## config.mk

```make
export PLATFORM = sky130hd
export DESIGN_NAME = ck_energy_stage_flat
export DESIGN_NICKNAME = d
export VERILOG_FILES = /design/src/rtl/ck_energy_stage_pkg.sv /design/src/rtl/ck_energy_stage_if.sv /design/src/rtl/ck_energy_stage_sq_acc.sv /design/src/rtl/ck_energy_stage.sv /design/src/flat_wrapper.sv
export SDC_FILE = /design/constraint.sdc
export NUM_CORES = 1
export LEC_CHECK = 0
export CORE_MARGIN = 2
export CORE_UTILIZATION = 48
export CTS_CLUSTER_DIAMETER = 50
export DETAILED_ROUTE_END_ITERATION = 7
export PLACE_DENSITY = 0.78
export SLEW_MARGIN = 30
export SYNTH_ARGS = -nofsm -noshare
export SYNTH_HDL_FRONTEND = slang
export SYNTH_SLANG_ARGS = --single-unit
```

## constraint.sdc

```tcl
create_clock -name clk -period 6.5 [get_ports clk]
set_input_delay 1.3 -clock clk [delete_from_list [all_inputs] [get_ports clk]]
set_output_delay 1.3 -clock clk [all_outputs]
set_load 0.02 [all_outputs]
```

## src/rtl/ck_energy_stage_pkg.sv

```systemverilog
// cke_pkg: shared correlation types and the C_k squaring helper.
package cke_pkg;
  localparam int CK_WIDTH = 8;
  typedef logic signed [CK_WIDTH-1:0] ck_t;
  function automatic logic [13:0] sq_ck(input ck_t c);
    logic [13:0] m;
    m = 14'(c[7] ? -c : c);
    return m * m;
  endfunction
endpackage

```

## src/rtl/ck_energy_stage_if.sv

```systemverilog
// ck_energy_stage_if: sequence pair, energy chain and C_k signals of one stage.
interface ck_energy_stage_if #(parameter int SEQ_WIDTH = 8, parameter int E_WIDTH = 20);
  import cke_pkg::*;
  logic [SEQ_WIDTH-1:0] a;
  logic [SEQ_WIDTH-1:0] b;
  logic [E_WIDTH-1:0] e_in;
  logic [E_WIDTH-1:0] e_out;
  ck_t ck;
  modport master(output a, b, e_in, input ck, e_out);
  modport slave(input a, b, e_in, output ck, e_out);
endinterface

```

## src/rtl/ck_energy_stage_sq_acc.sv

```systemverilog
// sq_acc: registers e_in + ck*ck; saturates instead of wrapping when CKE_SATURATE_EN is defined.
module sq_acc
  import cke_pkg::*;
#(
  parameter int E_WIDTH = 20
) (
  input  logic               clk,
  input  logic               rst,
  input  ck_t                ck,
  input  logic [E_WIDTH-1:0] e_in,
  output logic [E_WIDTH-1:0] e_out
);
  localparam int SW = (E_WIDTH > 14 ? E_WIDTH : 14) + 1;
  logic [SW-1:0] sum;
  logic [E_WIDTH-1:0] e_nxt;
  assign sum = SW'(e_in) + SW'(sq_ck(ck));
`ifdef CKE_SATURATE_EN
  assign e_nxt = (sum > SW'({E_WIDTH{1'b1}})) ? '1 : sum[E_WIDTH-1:0];
`else
  assign e_nxt = sum[E_WIDTH-1:0];
`endif
  always_ff @(posedge clk)
    e_out <= rst ? '0 : e_nxt;
endmodule

```

## src/rtl/ck_energy_stage.sv

```systemverilog
// ck_energy_stage: chunked-popcount C_k pipeline (2 stages) feeding a square-accumulate stage.
// Optional CKE_SATURATE_EN (in sq_acc) saturates e_out instead of wrapping.
module ck_energy_stage
  import cke_pkg::*;
#(
  parameter int SEQ_WIDTH   = 8,
  parameter int STAGE_WIDTH = 20,
  parameter int E_WIDTH     = 20
) (
  input logic clk,
  input logic rst,
  ck_energy_stage_if.slave bus
);
  localparam int NC = (SEQ_WIDTH + STAGE_WIDTH - 1) / STAGE_WIDTH;
  // Zero padding makes the partial last chunk count its unused bits as 0.
  logic [NC*STAGE_WIDTH-1:0] xp;
  logic [7:0] pc [NC];
  logic [7:0] cnt [NC];
  logic [7:0] sum;
  ck_t ck_q;
  assign xp = (NC*STAGE_WIDTH)'(bus.a ^ bus.b);
  always_comb begin
    for (int c = 0; c < NC; c++) begin
      pc[c] = '0;
      for (int j = 0; j < STAGE_WIDTH; j++) pc[c] = pc[c] + 8'(xp[c*STAGE_WIDTH+j]);
    end
  end
  always_comb begin
    sum = '0;
    for (int c = 0; c < NC; c++) sum = sum + cnt[c];
  end
  always_ff @(posedge clk) begin
    for (int c = 0; c < NC; c++) cnt[c] <= rst ? '0 : pc[c];
    ck_q <= rst ? '0 : ck_t'(8'(SEQ_WIDTH) - (sum << 1));
  end
  assign bus.ck = ck_q;
  sq_acc #(.E_WIDTH(E_WIDTH)) u_sq_acc (
    .clk  (clk),
    .rst  (rst),
    .ck   (ck_q),
    .e_in (bus.e_in),
    .e_out(bus.e_out)
  );
endmodule

```

## src/flat_wrapper.sv

```systemverilog
// flat-port wrapper written by rule: the top's interface ports become plain ports
module ck_energy_stage_flat import cke_pkg::*;
#(
  parameter int SEQ_WIDTH   = 8,
  parameter int STAGE_WIDTH = 20,
  parameter int E_WIDTH     = 20
)
  (clk, rst, bus_a, bus_b, bus_e_in, bus_ck, bus_e_out);
  ck_energy_stage_if #(.SEQ_WIDTH(SEQ_WIDTH), .E_WIDTH(E_WIDTH)) bus_i ();
  input logic clk;
  input logic rst;
  input wire logic [$bits(bus_i.a)-1:0] bus_a;
  input wire logic [$bits(bus_i.b)-1:0] bus_b;
  input wire logic [$bits(bus_i.e_in)-1:0] bus_e_in;
  output wire logic [$bits(bus_i.ck)-1:0] bus_ck;
  output wire logic [$bits(bus_i.e_out)-1:0] bus_e_out;
  assign bus_i.a = bus_a;
  assign bus_i.b = bus_b;
  assign bus_i.e_in = bus_e_in;
  assign bus_ck = bus_i.ck;
  assign bus_e_out = bus_i.e_out;
  ck_energy_stage #(.SEQ_WIDTH(SEQ_WIDTH), .STAGE_WIDTH(STAGE_WIDTH), .E_WIDTH(E_WIDTH)) u_core (.clk(clk), .rst(rst), .bus(bus_i));
endmodule
```

Figure 1. Wiring by layer.
Two of the layers only.
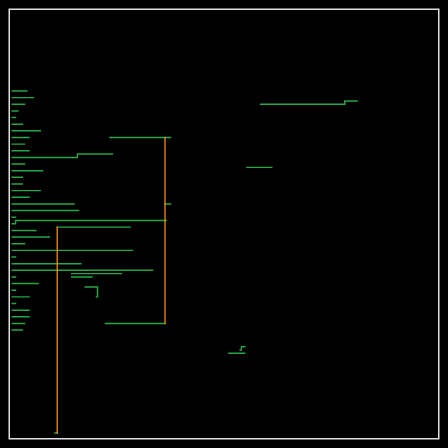
layer	color	wire length
met4	orange	80.2 um
met3	green	327 um

Figure 2. Gate-type map.
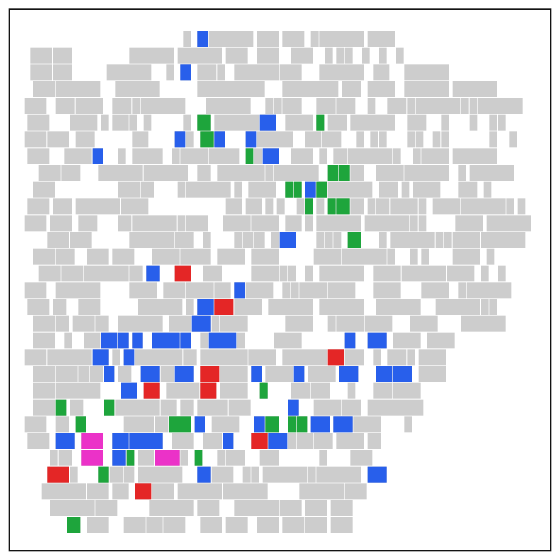
family	color	cells
NAND gates	green	25
AND-OR and OR-AND gates	red	9
multiplexers	magenta	3
inverting AOI/OAI gates	blue	46

==> reports/metrics.yaml <==
outcome:
  status: "complete, no violations"
yosys:
  yosys_area_sq_um: 3360
  async_flop_share_pct: 0
  syn_avg_cell_area_sq_um: 9.28
  top_area_cell: "ha_1"
  synth-seq-cells: 30
  ys_types: 51
  ys.flop_type: "dfxtp_1"
  mux_share_pct: 0.931
  top_cell_area_share_pct: 20.5
  syn_inst: 362
  ys_sh_xor_pct: 8.61
  ys_sh_aoi_pct: 11.1
  simple_gate_area_share_pct: 12.9
  ys_cells: 362
  yosysWarnings: 0
  postSynthSeqShare_pct: 17.9
  synth_area_sq_um: 3360
  edf_count: 0
  synth_adder_area_share_pct: 40.8
final_timing:
  max_slew_margin_pct: 65.9
  drv_slew: 0
  clock_skew_ns: 0.0119
  post-route-period-util_pct: 94.5
  setup_viol: 0
  worstMarginPinSlew_ns: 0.508
  fmax_mhz: 163
  hold_viol_final: 0
  setup_ws_ns: 0.355
  fin_crit_ns: 6.14
clock_network:
  clkSinkCount: 30
  htree_levels: 2
  insertion_delay_ns: 0.29
  cts_made_buffers: 5
  cts-root-buf: "clkbuf_8"
  cts_tree: "built"
  cts_buffer_depth: 2
  postCtsHoldBufs: 0
  clk_pin_slew_worst_paths_ns: 0.07
floorplanning:
  initial_core_util_pct: 49.4
  core_region_area_sq_um: 6790
  dieArea_sq_um: 7680
  num_rows: 30
  die_width_um: 87.6
  die_h_um: 87.6
  io_pins: 66
power:
  power_density_nw_per_um2: 540
  leakage_nw: 2.09
  irDropWorstVdd_v: 0.000356
setup_path:
  slowest_stage: "fa_1"
  worst-path-max-fanout: 5
  cp.required_ns: 6.68
  cp.arrival_ns: 6.33
  critPathLaunchType: "register"
  slowest_delay_ns: 0.52
  worstSetupEndpointType: "register"
  crit_type: "register to register"
global_route:
  grt_pass1_wl_mm: 11.0
  grt_pass1_vias: 2603
  grtUsageTotal_pct: 18.0
  grt_overflow: 0
  grt_max_degree: 34
finish:
  final_core_util_pct: 65.2
  drive_above_1_share_pct: 9.96
  synthToLayoutAreaGrowth_pct: 31.9
  layout.nets: 578
  mostFrequentLayoutCells: "64 x clkdlybuf4s50_1, 58 x inv_1, 53 x ha_1"
  fill_cells: 586
  lay_top_count: "clkdlybuf4s50_1"
  antenna_cells: 0
min_path:
  hp-class: "register to register"
detailed_routing:
  antenna_left: 0
  routed_via_density: 4.91
  route.detailed.drc: 0
  wl_per_cell_um: 12.3
  vias: 2688
  dr.pass1.iters: 4
  wirelength_mm: 6.73
placement:
  post-place-ws_ns: -0.0566
  gp_congestion: 0.868
  hpwl_mm: 5.58
  numPortBuffers: 64
job:
  warning_count: 29
  cap_violations: 0
Figure 3. Register map, names as in the netlist.
Scale bar: 20 um.
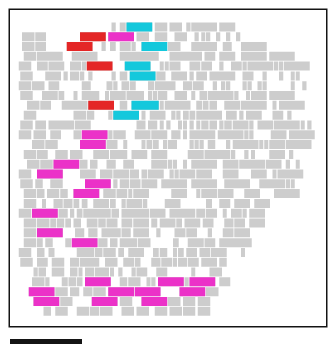
name in the netlist	color	flops
u_core.cnt	red	4
u_core.u_sq_acc.e_out	magenta	20
u_core.bus.ck	cyan	6

-- metal layers --
layer	global-route usage [%]	wire [um]
met4	6.85	80
met2	30.6	3490
met3	4.34	326
met5	0	0
met1	22.2	2830
-- power by group --
part	switching (W)	total [W]	internal (W)
Clock	0.0000745	0.000188	0.000114
Combinational	0.00103	0.00192	0.000889
Sequential	0.0000275	0.000280	0.000253
Total	0.00113	0.00239	0.00126
-- final cells by class --
class / instances / area (sq um) / share of cell area [%]
Tap cell: 96 / 120 / 2.71
Sequential cell: 30 / 602 / 13.6
Clock buffer: 5 / 68.8 / 1.55
Timing Repair Buffer: 73 / 708 / 16.0
Inverter: 59 / 221 / 5.00
Multi-Input combinational cell: 282 / 2660 / 60.1
Clock inverter: 3 / 45.0 / 1.02
-- critical path: cells and delay by family, from the launching register on --
kind	cells	cell delay, ns
buffers and inverters	5	0.31
adder cells (fa/ha/maj)	9	3.53
XOR/XNOR	1	0.15
multiplexers	1	0.11
AND/OR/NAND/NOR	6	0.63
flip-flops	1	0.36
AND-OR/OR-AND	6	0.96
-- timing repair --
action / CTS / global route
pin swaps: 0 / 6
setup endpoints to repair: 4 / 8
buffers inserted: 0 / 4
cloned: 0 / 0
gates resized: 2 / 21
-- cells in the mapped netlist (2+ instances only) --
cell	instances
o21ai_0	10
a31oi_1	3
nand2_1	11
a21o_1	3
nor2b_1	8
nor3b_1	3
a21oi_1	15
and2_1	2
buf_4	2
o21a_1	3
nor4_1	2
fa_1	34
xor2_1	14
or2_2	2
conb_1	2
mux2i_1	2
xnor2_1	19
nor3_1	4
dfxtp_1	30
clkbuf_1	4
nand3_1	9
or3_1	4
nand2b_1	4
ha_1	55
a21boi_0	2
nor2_1	27
o21bai_1	2
inv_1	59
and3_1	3
o211ai_1	3
-- worst paths after layout --
check	cells after the start	startpoint	slack, ns	endpoint
worst min register to register	2	u_core.cnt[0][0]	0.47	u_core.bus.ck[1]
worst max-delay path	28	u_core.bus.ck[2]	0.36	u_core.u_sq_acc.e_out[17]
worst max register to register	28	u_core.bus.ck[2]	0.36	u_core.u_sq_acc.e_out[17]
worst min-delay path	2	u_core.cnt[0][0]	0.47	u_core.bus.ck[1]
-- kinds of logic (layout without fill, tap and decap cells) --
group,Yosys count,in the layout
buffers and inverters,66,140
other,2,18
multiplexers,3,3
adder cells (fa/ha/maj),89,89
AND-OR/OR-AND,55,55
XOR/XNOR,33,33
AND/OR/NAND/NOR,84,84
flip-flops,30,30
-- metrics by stage --
stage / total power [W] / cells / hold slack [ns] / area [sq um] / TNS, ns
4_1_cts: 0.00219 / 544 / 0.472 / 4310 / 0
5_1_grt: 0.00263 / 548 / 0.516 / 4430 / -0.0785
6_report: 0.00239 / 548 / 0.474 / 4430 / 0
2_1_floorplan: 0.00155 / 378 / 0.433 / 3420 / 0
3_3_place_gp: 0.00192 / 536 / 0.447 / 4180 / 0
3_5_place_dp: 0.00196 / 536 / 0.460 / 4180 / -0.173
-- flip-flops by register name, indices dropped and copies added, names as in the netlist --
| name | flops |
|---|---|
| u_core.cnt | 4 |
| u_core.bus.ck | 6 |
| u_core.u_sq_acc.e_out | 20 |
No activity file was given, so power comes from the tool's default toggle rates.
